### config.mk
export PLATFORM = sky130hd
export DESIGN_NAME = mul_result_packer_flat
export DESIGN_NICKNAME = d
export VERILOG_FILES = /design/src/rtl/fpu_pkg.sv /design/src/rtl/mul_result_packer_if.sv /design/src/rtl/result_fifo.sv /design/src/rtl/mul_result_packer.sv /design/src/flat_wrapper.sv
export SDC_FILE = /design/constraint.sdc
export NUM_CORES = 1
export LEC_CHECK = 0
export CAP_MARGIN = 0
export CORE_AREA = 10 10 144 146
export CTS_CLUSTER_DIAMETER = 30
export DETAILED_ROUTE_END_ITERATION = 6
export DIE_AREA = 0 0 154 156
export DONT_BUFFER_PORTS = 1
export PLACE_DENSITY = 0.52
export SYNTH_ARGS = -nofsm -noshare
export SYNTH_HDL_FRONTEND = slang
export SYNTH_HIERARCHICAL = 1
export SYNTH_SLANG_ARGS = --single-unit
### constraint.sdc
create_clock -name CLK -period 5.1 [get_ports CLK]
set_input_delay 1.53 -clock CLK [delete_from_list [all_inputs] [get_ports CLK]]
set_output_delay 1.53 -clock CLK [all_outputs]
set_load 0.02 [all_outputs]
### src/rtl/fpu_pkg.sv
`default_nettype none
// ============================================================================
// Module   : fpu_pkg
// Purpose  : Shared FP32 definitions for the multiplier back end. Provides
//            special-value constants, exception flag bit positions, the
//            packed single-precision layout and the special-value resolver.
// Ports    : none (package)
// Revision : 1.0 - initial release
// ============================================================================
package fpu_pkg;

   localparam logic [31:0] QNAN    = 32'h7FC00000;
   localparam logic [7:0]  EXP_MAX = 8'hFF;

   // Bit positions inside a {invalid, overflow, zero} flag vector
   localparam int FLG_INV  = 2;
   localparam int FLG_OVF  = 1;
   localparam int FLG_ZERO = 0;

   typedef struct packed {
      logic        sign;
      logic [7:0]  exp;
      logic [22:0] man;
   } fp32_t;

   // Priority invalid > overflow > zero > pass-through. The NaN ignores the
   // product sign; infinity and zero keep it.
   function automatic logic [31:0] resolve_special(input fp32_t raw,
                                                   input logic [2:0] flags);
      logic [31:0] res;
      if (flags[FLG_INV])
         res = QNAN;
      else if (flags[FLG_OVF])
         res = {raw.sign, EXP_MAX, 23'h0};
      else if (flags[FLG_ZERO])
         res = {raw.sign, 31'h0};
      else
         res = raw;
      return res;
   endfunction

endpackage
`default_nettype wire

### src/rtl/mul_result_packer_if.sv
`default_nettype none
// ============================================================================
// Module   : mul_result_packer_if
// Purpose  : Bus bundle between the multiplier exception stage and the
//            result packer, plus the packer's valid/ready output side.
// Signals  : in_valid/in_sign/in_exp/in_man  raw result beat
//            invalid_flag/overflow_flag/initial_zero_flag  late flags
//            out_valid/out_ready/out_result/out_exc  output handshake
// Modports : master - producer/consumer side, slave - packer side
// Revision : 1.0 - initial release
// ============================================================================
interface mul_result_packer_if;

   logic        in_valid;
   logic        in_sign;
   logic [7:0]  in_exp;
   logic [22:0] in_man;
   logic        invalid_flag;
   logic        overflow_flag;
   logic        initial_zero_flag;
   logic        out_valid;
   logic        out_ready;
   logic [31:0] out_result;
   logic [2:0]  out_exc;

   modport master (
      output in_valid, in_sign, in_exp, in_man,
      output invalid_flag, overflow_flag, initial_zero_flag,
      output out_ready,
      input  out_valid, out_result, out_exc
   );

   modport slave (
      input  in_valid, in_sign, in_exp, in_man,
      input  invalid_flag, overflow_flag, initial_zero_flag,
      input  out_ready,
      output out_valid, out_result, out_exc
   );

endinterface
`default_nettype wire

### src/rtl/result_fifo.sv
`default_nettype none
// ============================================================================
// Module   : result_fifo
// Purpose  : Small synchronous FIFO for packed results. Push is accepted
//            when not full, or when full with a simultaneous pop. rdata shows
//            the head entry and reads as zero while empty.
// Ports    : CLK, RST (async, active-low), push, pop, full, empty,
//            wdata[WIDTH-1:0], rdata[WIDTH-1:0]
// Revision : 1.0 - initial release
// ============================================================================
module result_fifo #(
   parameter int DEPTH = 4,
   parameter int WIDTH = 35
) (
   input  logic             CLK,
   input  logic             RST,
   input  logic             push,
   input  logic             pop,
   output logic             full,
   output logic             empty,
   input  logic [WIDTH-1:0] wdata,
   output logic [WIDTH-1:0] rdata
);

   localparam int PTR_W = (DEPTH > 1) ? $clog2(DEPTH) : 1;
   localparam int CNT_W = PTR_W + 1;

   logic [WIDTH-1:0] r_mem [DEPTH];
   logic [PTR_W-1:0] r_wr_ptr;
   logic [PTR_W-1:0] r_rd_ptr;
   logic [CNT_W-1:0] r_count;

   logic w_do_pop;
   logic w_do_push;

   assign full      = (r_count == CNT_W'(DEPTH));
   assign empty     = (r_count == '0);
   assign w_do_pop  = pop && !empty;
   assign w_do_push = push && (!full || w_do_pop);
   assign rdata     = empty ? '0 : r_mem[r_rd_ptr];

   // Storage carries no reset; validity is tracked by the count alone.
   always_ff @(posedge CLK) begin
      if (w_do_push)
         r_mem[r_wr_ptr] <= wdata;
   end

   always_ff @(posedge CLK or negedge RST) begin
      if (!RST) begin
         r_wr_ptr <= '0;
         r_rd_ptr <= '0;
         r_count  <= '0;
      end else begin
         if (w_do_push)
            r_wr_ptr <= r_wr_ptr + PTR_W'(1);
         if (w_do_pop)
            r_rd_ptr <= r_rd_ptr + PTR_W'(1);
         case ({w_do_push, w_do_pop})
            2'b10:   r_count <= r_count + CNT_W'(1);
            2'b01:   r_count <= r_count - CNT_W'(1);
            default: r_count <= r_count;
         endcase
      end
   end

endmodule
`default_nettype wire

### src/rtl/mul_result_packer.sv
`default_nettype none
// ============================================================================
// Module   : mul_result_packer
// Purpose  : FP multiplier back end. Delays the raw result beat so it lines
//            up with the late exception flags, substitutes IEEE-754 special
//            values, buffers results in a FIFO with valid/ready output and
//            accumulates sticky exception and drop status.
// Ports    : CLK, RST (async, active-low)
//            bus          (mul_result_packer_if.slave) beat, flags, output
//            sticky_clr   clears sticky_flags and drop_err
//            sticky_flags {invalid, overflow, zero}, OR-accumulated
//            drop_err     a beat was lost to a full FIFO
// Revision : 1.0 - initial release
// ============================================================================
module mul_result_packer
   import fpu_pkg::*;
#(
   parameter int FLAG_LAT = 1,
   parameter int DEPTH    = 4
) (
   input  logic                 CLK,
   input  logic                 RST,
   mul_result_packer_if.slave   bus,
   input  logic                 sticky_clr,
   output logic [2:0]           sticky_flags,
   output logic                 drop_err
);

   // ---------------------------------------------------------------------
   // Delay line: FLAG_LAT stages of {valid, beat}
   // ---------------------------------------------------------------------
   logic  r_dly_valid [FLAG_LAT];
   fp32_t r_dly_beat  [FLAG_LAT];

   always_ff @(posedge CLK or negedge RST) begin
      if (!RST) begin
         for (int k = 0; k < FLAG_LAT; k++) begin
            r_dly_valid[k] <= 1'b0;
            r_dly_beat[k]  <= '0;
         end
      end else begin
         r_dly_valid[0] <= bus.in_valid;
         r_dly_beat[0]  <= '{sign: bus.in_sign, exp: bus.in_exp, man: bus.in_man};
         for (int k = 1; k < FLAG_LAT; k++) begin
            r_dly_valid[k] <= r_dly_valid[k-1];
            r_dly_beat[k]  <= r_dly_beat[k-1];
         end
      end
   end

   // ---------------------------------------------------------------------
   // Resolve: the last delay stage meets the live (unregistered) flags
   // ---------------------------------------------------------------------
   logic        w_aligned_valid;
   fp32_t       w_aligned_beat;
   logic [2:0]  w_flags;
   logic [31:0] w_result;

   assign w_aligned_valid = r_dly_valid[FLAG_LAT-1];
   assign w_aligned_beat  = r_dly_beat[FLAG_LAT-1];

   always_comb begin
      w_flags           = '0;
      w_flags[FLG_INV]  = bus.invalid_flag;
      w_flags[FLG_OVF]  = bus.overflow_flag;
      w_flags[FLG_ZERO] = bus.initial_zero_flag;
   end

   assign w_result = resolve_special(w_aligned_beat, w_flags);

   // ---------------------------------------------------------------------
   // Output FIFO
   // ---------------------------------------------------------------------
   logic        w_full;
   logic        w_empty;
   logic        w_pop;
   logic        w_drop;
   logic [34:0] w_rdata;

   assign w_pop  = bus.out_valid && bus.out_ready;
   // A pop in the same cycle frees a slot, so only full-without-pop drops.
   assign w_drop = w_aligned_valid && w_full && !w_pop;

   result_fifo #(
      .DEPTH (DEPTH),
      .WIDTH (35)
   ) u_fifo (
      .CLK   (CLK),
      .RST   (RST),
      .push  (w_aligned_valid),
      .pop   (w_pop),
      .full  (w_full),
      .empty (w_empty),
      .wdata ({w_flags, w_result}),
      .rdata (w_rdata)
   );

   assign bus.out_valid  = !w_empty;
   assign bus.out_exc    = w_rdata[34:32];
   assign bus.out_result = w_rdata[31:0];

   // ---------------------------------------------------------------------
   // Sticky status: new events are OR-ed in after the clear, so a push or
   // drop in the clear cycle still leaves its bits set.
   // ---------------------------------------------------------------------
   logic [2:0] r_sticky;
   logic       r_drop_err;

   always_ff @(posedge CLK or negedge RST) begin
      if (!RST) begin
         r_sticky   <= 3'b000;
         r_drop_err <= 1'b0;
      end else begin
         r_sticky   <= (sticky_clr ? 3'b000 : r_sticky)
                     | (w_aligned_valid ? w_flags : 3'b000);
         r_drop_err <= (sticky_clr ? 1'b0 : r_drop_err) | w_drop;
      end
   end

   assign sticky_flags = r_sticky;
   assign drop_err     = r_drop_err;

endmodule
`default_nettype wire

### src/flat_wrapper.sv
// flat-port wrapper written by rule: the top's interface ports become plain ports
module mul_result_packer_flat import fpu_pkg::*;
#(
   parameter int FLAG_LAT = 1,
   parameter int DEPTH    = 4
)
  (CLK, RST, sticky_clr, sticky_flags, drop_err, bus_in_valid, bus_in_sign, bus_in_exp, bus_in_man, bus_invalid_flag, bus_overflow_flag, bus_initial_zero_flag, bus_out_ready, bus_out_valid, bus_out_result, bus_out_exc);
  mul_result_packer_if bus_i ();
  input  logic CLK;
  input  logic RST;
  input  logic sticky_clr;
  output logic [2:0] sticky_flags;
  output logic drop_err;
  input wire logic [$bits(bus_i.in_valid)-1:0] bus_in_valid;
  input wire logic [$bits(bus_i.in_sign)-1:0] bus_in_sign;
  input wire logic [$bits(bus_i.in_exp)-1:0] bus_in_exp;
  input wire logic [$bits(bus_i.in_man)-1:0] bus_in_man;
  input wire logic [$bits(bus_i.invalid_flag)-1:0] bus_invalid_flag;
  input wire logic [$bits(bus_i.overflow_flag)-1:0] bus_overflow_flag;
  input wire logic [$bits(bus_i.initial_zero_flag)-1:0] bus_initial_zero_flag;
  input wire logic [$bits(bus_i.out_ready)-1:0] bus_out_ready;
  output wire logic [$bits(bus_i.out_valid)-1:0] bus_out_valid;
  output wire logic [$bits(bus_i.out_result)-1:0] bus_out_result;
  output wire logic [$bits(bus_i.out_exc)-1:0] bus_out_exc;
  assign bus_i.in_valid = bus_in_valid;
  assign bus_i.in_sign = bus_in_sign;
  assign bus_i.in_exp = bus_in_exp;
  assign bus_i.in_man = bus_in_man;
  assign bus_i.invalid_flag = bus_invalid_flag;
  assign bus_i.overflow_flag = bus_overflow_flag;
  assign bus_i.initial_zero_flag = bus_initial_zero_flag;
  assign bus_i.out_ready = bus_out_ready;
  assign bus_out_valid = bus_i.out_valid;
  assign bus_out_result = bus_i.out_result;
  assign bus_out_exc = bus_i.out_exc;
  mul_result_packer #(.FLAG_LAT(FLAG_LAT), .DEPTH(DEPTH)) u_core (.CLK(CLK), .RST(RST), .bus(bus_i), .sticky_clr(sticky_clr), .sticky_flags(sticky_flags), .drop_err(drop_err));
endmodule
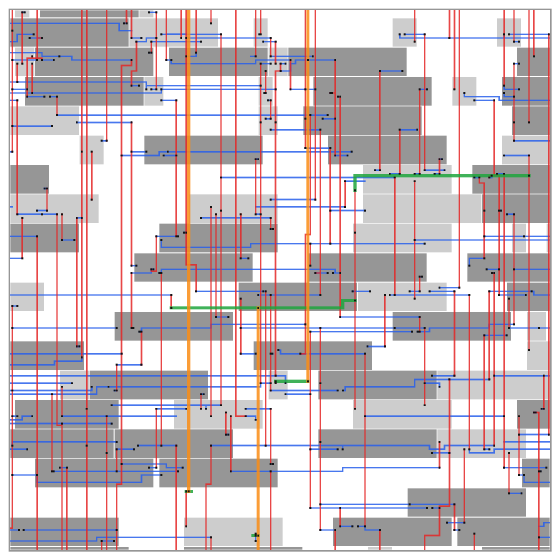
(run_1/closeup.png)
Region (52, 84) to (102, 134) um. Cells in gray, sequential cells in the stronger gray; small squares are vias.
Key: M2 = red; M1 = blue; M4 = orange; M3 = green
60 logic cells have their middle in the window. Most frequent: edfxtp_1 (29), mux4_2 (7), o21ai_0 (5). Netlist names of flops here include `u_core/u_fifo/r_mem` (29), `u_core/r_dly_beat` (2), `u_core/u_fifo/r_rd_ptr` (2). Sequential cells in the window: 33.

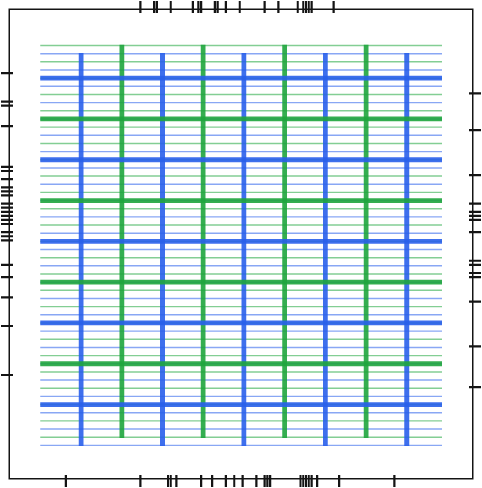
(run_1/floorplan.png)
Scale: 3 px per um. Pins as bars on the die edge.
Key: VDD = green; VSS = blue
9 straps on met4. 9 straps on met5. The core has 49 rows. 80 signal pins sit on the boundary. 50 met1 rails follow the rows.

==> results.cfg, run 1 <==
; implementation run metrics
[floorplan]
floorplan.die.height_um = 156
chipArea_um2 = 24020

[yosys]
post_synth_fa_ha_maj_area_fraction = 0.009922
synth_warnings = 6
netlist_top_cells_count = sky130_fd_sc_hd__edfxtp_1, sky130_fd_sc_hd__and2_1, sky130_fd_sc_hd__dfrtp_1
ys.flops = 184
mappedNetlistArea_um2 = 7062
nets_at_floorplan = 418
async_flop_share = 0.2391
edf_count = 140
yosys.cell_types.count = 32
mux_share = 0.1137
synth.top_cells.by_area = sky130_fd_sc_hd__edfxtp_1, sky130_fd_sc_hd__dfrtp_1, sky130_fd_sc_hd__mux4_2

[global_routing]
grt.met1_usage = 0.1339
number_of_global_route_vias_before_repair = 3459
gr-usage-met3 = 0.03998

[sta]
finClkSkew_ps = 6.466
layout_worst_path_cycle_share = 0.7737
slew-limit-headroom = 0.3019
fin_ws_ps = 1154
worst_slew_pin_slew_ps = 1047
fin_worst_hold_slack_ps = 592.7
report.final.setup_viol = 0
rsz_0062_raised_after_global_routing = no

[setup_path]
cp_max_fo = 22
maximum_single_stage_delay_on_the_critical_path_ps = 870
crit_family = flip-flops
path_class = register to output pin

[final_layout]
final_cell_count_no_fill = 620
layout.cells.most_common = sky130_fd_sc_hd__edfxtp_1
area_growth_syn_to_layout_pct = 11.64

[route]
finalWirelength_mm = 13.38
met2RoutedLength_mm = 6.817
wl_met3_um = 609
route.detailed.wl_per_inst_um = 21.58
route.antenna.remaining_nets = 0

[power_and_ir_drop]
switching_power_uw = 1510
power_top_consumer = registers
power.total_uw = 4817
internal_power_uw = 3306
worst_vdd_drop_v = 0.0002716
clock_power_share = 0.280
pwr-share-comb = 0.275

[placement]
detailedPlacementHpwl_mm = 7.836
port-buffer-count = 0

[clocking]
insertion_delay_ps = 410

[hold_path]
hold_path.startpoint = u_core/r_dly_beat[20]$_DFF_PN0_

[flow_run]
max_cap_violations = 0

[status]
outcome = complete, no violations
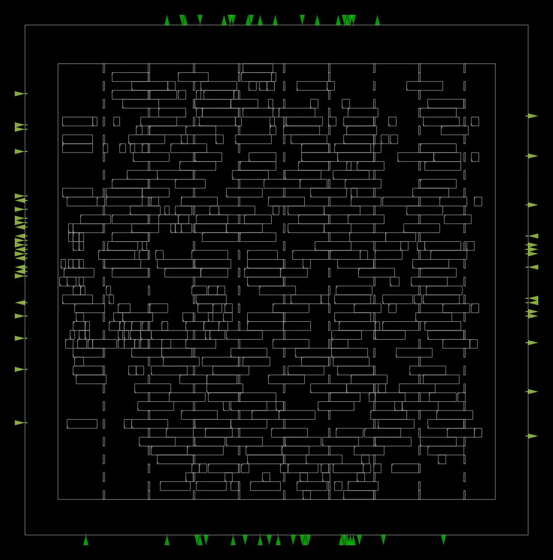
(run_1/placed.png)
Layout fillers: 1553
final core utilization: 0.4419
Flops: 184
num tapcells: 229

run 1: sequential cells by signal (all words and copies together), names as in the netlist:
| register | cells |
|---|---|
| u_core/drop_err | 1 |
| u_core/r_dly_beat | 32 |
| u_core/r_dly_valid | 1 |
| u_core/sticky_flags | 3 |
| u_core/u_fifo/r_count | 3 |
| u_core/u_fifo/r_mem | 140 |
| u_core/u_fifo/r_rd_ptr | 2 |
| u_core/u_fifo/r_wr_ptr | 2 |
run 1: cell type report:
type                            instances  area share
Tap cell                              229     0.03634
Timing Repair Buffer                    4    0.003809
Sequential cell                       184      0.6732
Clock buffer                           21     0.05840
Clock inverter                         10     0.01904
Inverter                               21    0.009998
Multi-Input combinational cell        151      0.1992
==> inputs of run 2 (changes only) <==
PLACE_DENSITY = 0.54   (was 0.52)
clock period = 3.3 ns   (was 5.1 ns; I/O delays follow)
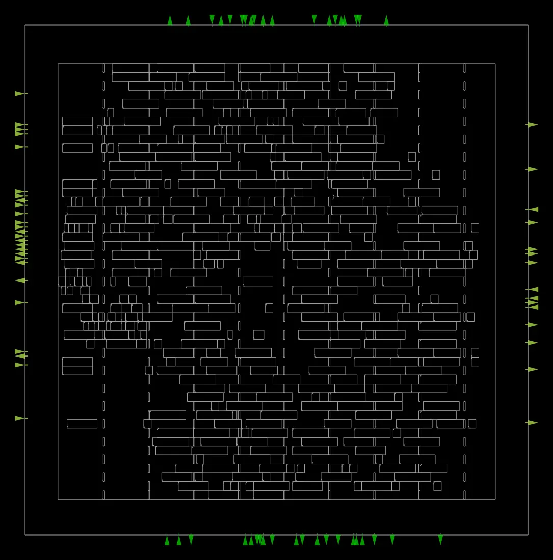
(run_2/placed.png)
core region area: 17840 um^2
final core utilization: 0.4472
Final Non-Filler Cells: 630

==> results.cfg, run 2 <==
; implementation run metrics
[sta]
report.final.setup_viol = 0
worst_slew_pin_slew_ps = 581.0
layout_worst_path_cycle_share = 0.9148
fin_worst_hold_slack_ps = 255.5
slew-limit-headroom = 0.6112

[final_layout]
largestClassByArea = registers
design.seq.count = 184
layout.nonclk_buf_frac = 0.01850
area_growth_syn_to_layout_pct = 12.99
nClkBuffers = 21
clock_cell_area_share = 0.07370
fillerInstances = 1528
largest_register = u_core/u_fifo/r_mem
seq_area_frac = 0.6652
layout.non_clock_buffers = 13
area.share.combinational = 0.1968
max_ffs_per_register = 140

[route]
wl_met3_um = 725
route.detailed.wl_per_inst_um = 21.64
route.antenna.remaining_nets = 0
finalWirelength_mm = 13.63

[floorplan]
chipArea_um2 = 24020

[yosys]
ys.flops = 184
mappedNetlistArea_um2 = 7062
synth.top_cells.by_area = sky130_fd_sc_hd__edfxtp_1, sky130_fd_sc_hd__dfrtp_1, sky130_fd_sc_hd__mux4_2
netlist_top_cells_count = sky130_fd_sc_hd__edfxtp_1, sky130_fd_sc_hd__and2_1, sky130_fd_sc_hd__dfrtp_1
async_flop_share = 0.2391
nets_at_floorplan = 418

[flow_run]
max_cap_violations = 0

[global_routing]
number_of_global_route_vias_before_repair = 3555
grt.met1_usage = 0.1445

[power_and_ir_drop]
internal_power_uw = 5084
power_top_consumer = registers
pwr-share-comb = 0.303
worst_vdd_drop_v = 0.0003486
clock_power_share = 0.269
switching_power_uw = 2427

[setup_path]
path_class = register to output pin
cp_max_fo = 16
maximum_single_stage_delay_on_the_critical_path_ps = 580
crit_family = flip-flops

[status]
outcome = complete, no violations

[placement]
port-buffer-count = 0
detailedPlacementHpwl_mm = 8.383

[clocking]
insertion_delay_ps = 420
==> run 2: cell counts after synthesis <==
No cell type changed its count.
==> run 2: kinds of logic (layout without fill, tap and decap cells) <==
| group | count (synthesis) | count (layout) | synth area share |
|---|---|---|---|
| DFF | 184 | 184 | 0.7512 |
| and+or+nand+nor | 83 | 83 | 0.07123 |
| buffers and inverters | 38 | 66 | 0.02711 |
| muxes | 36 | 36 | 0.1137 |
| AOI/OAI and AO/OA | 22 | 22 | 0.02055 |
| adders and majority gates | 5 | 5 | 0.009922 |
| xor gates and xnor gates | 5 | 5 | 0.006202 |
==> run 2: per-stage QoR <==
stage	power, uW	setup slack [ps]	util
global route	7900	172.0	0.4472
global placement	5585	664.2	0.4143
floorplan	5016	364.1	-
CTS	7642	211.1	0.4472
finish	7511	281.0	0.4472
detailed placement	5620	657.3	0.4143
Power is estimated from default activity; no workload was simulated.
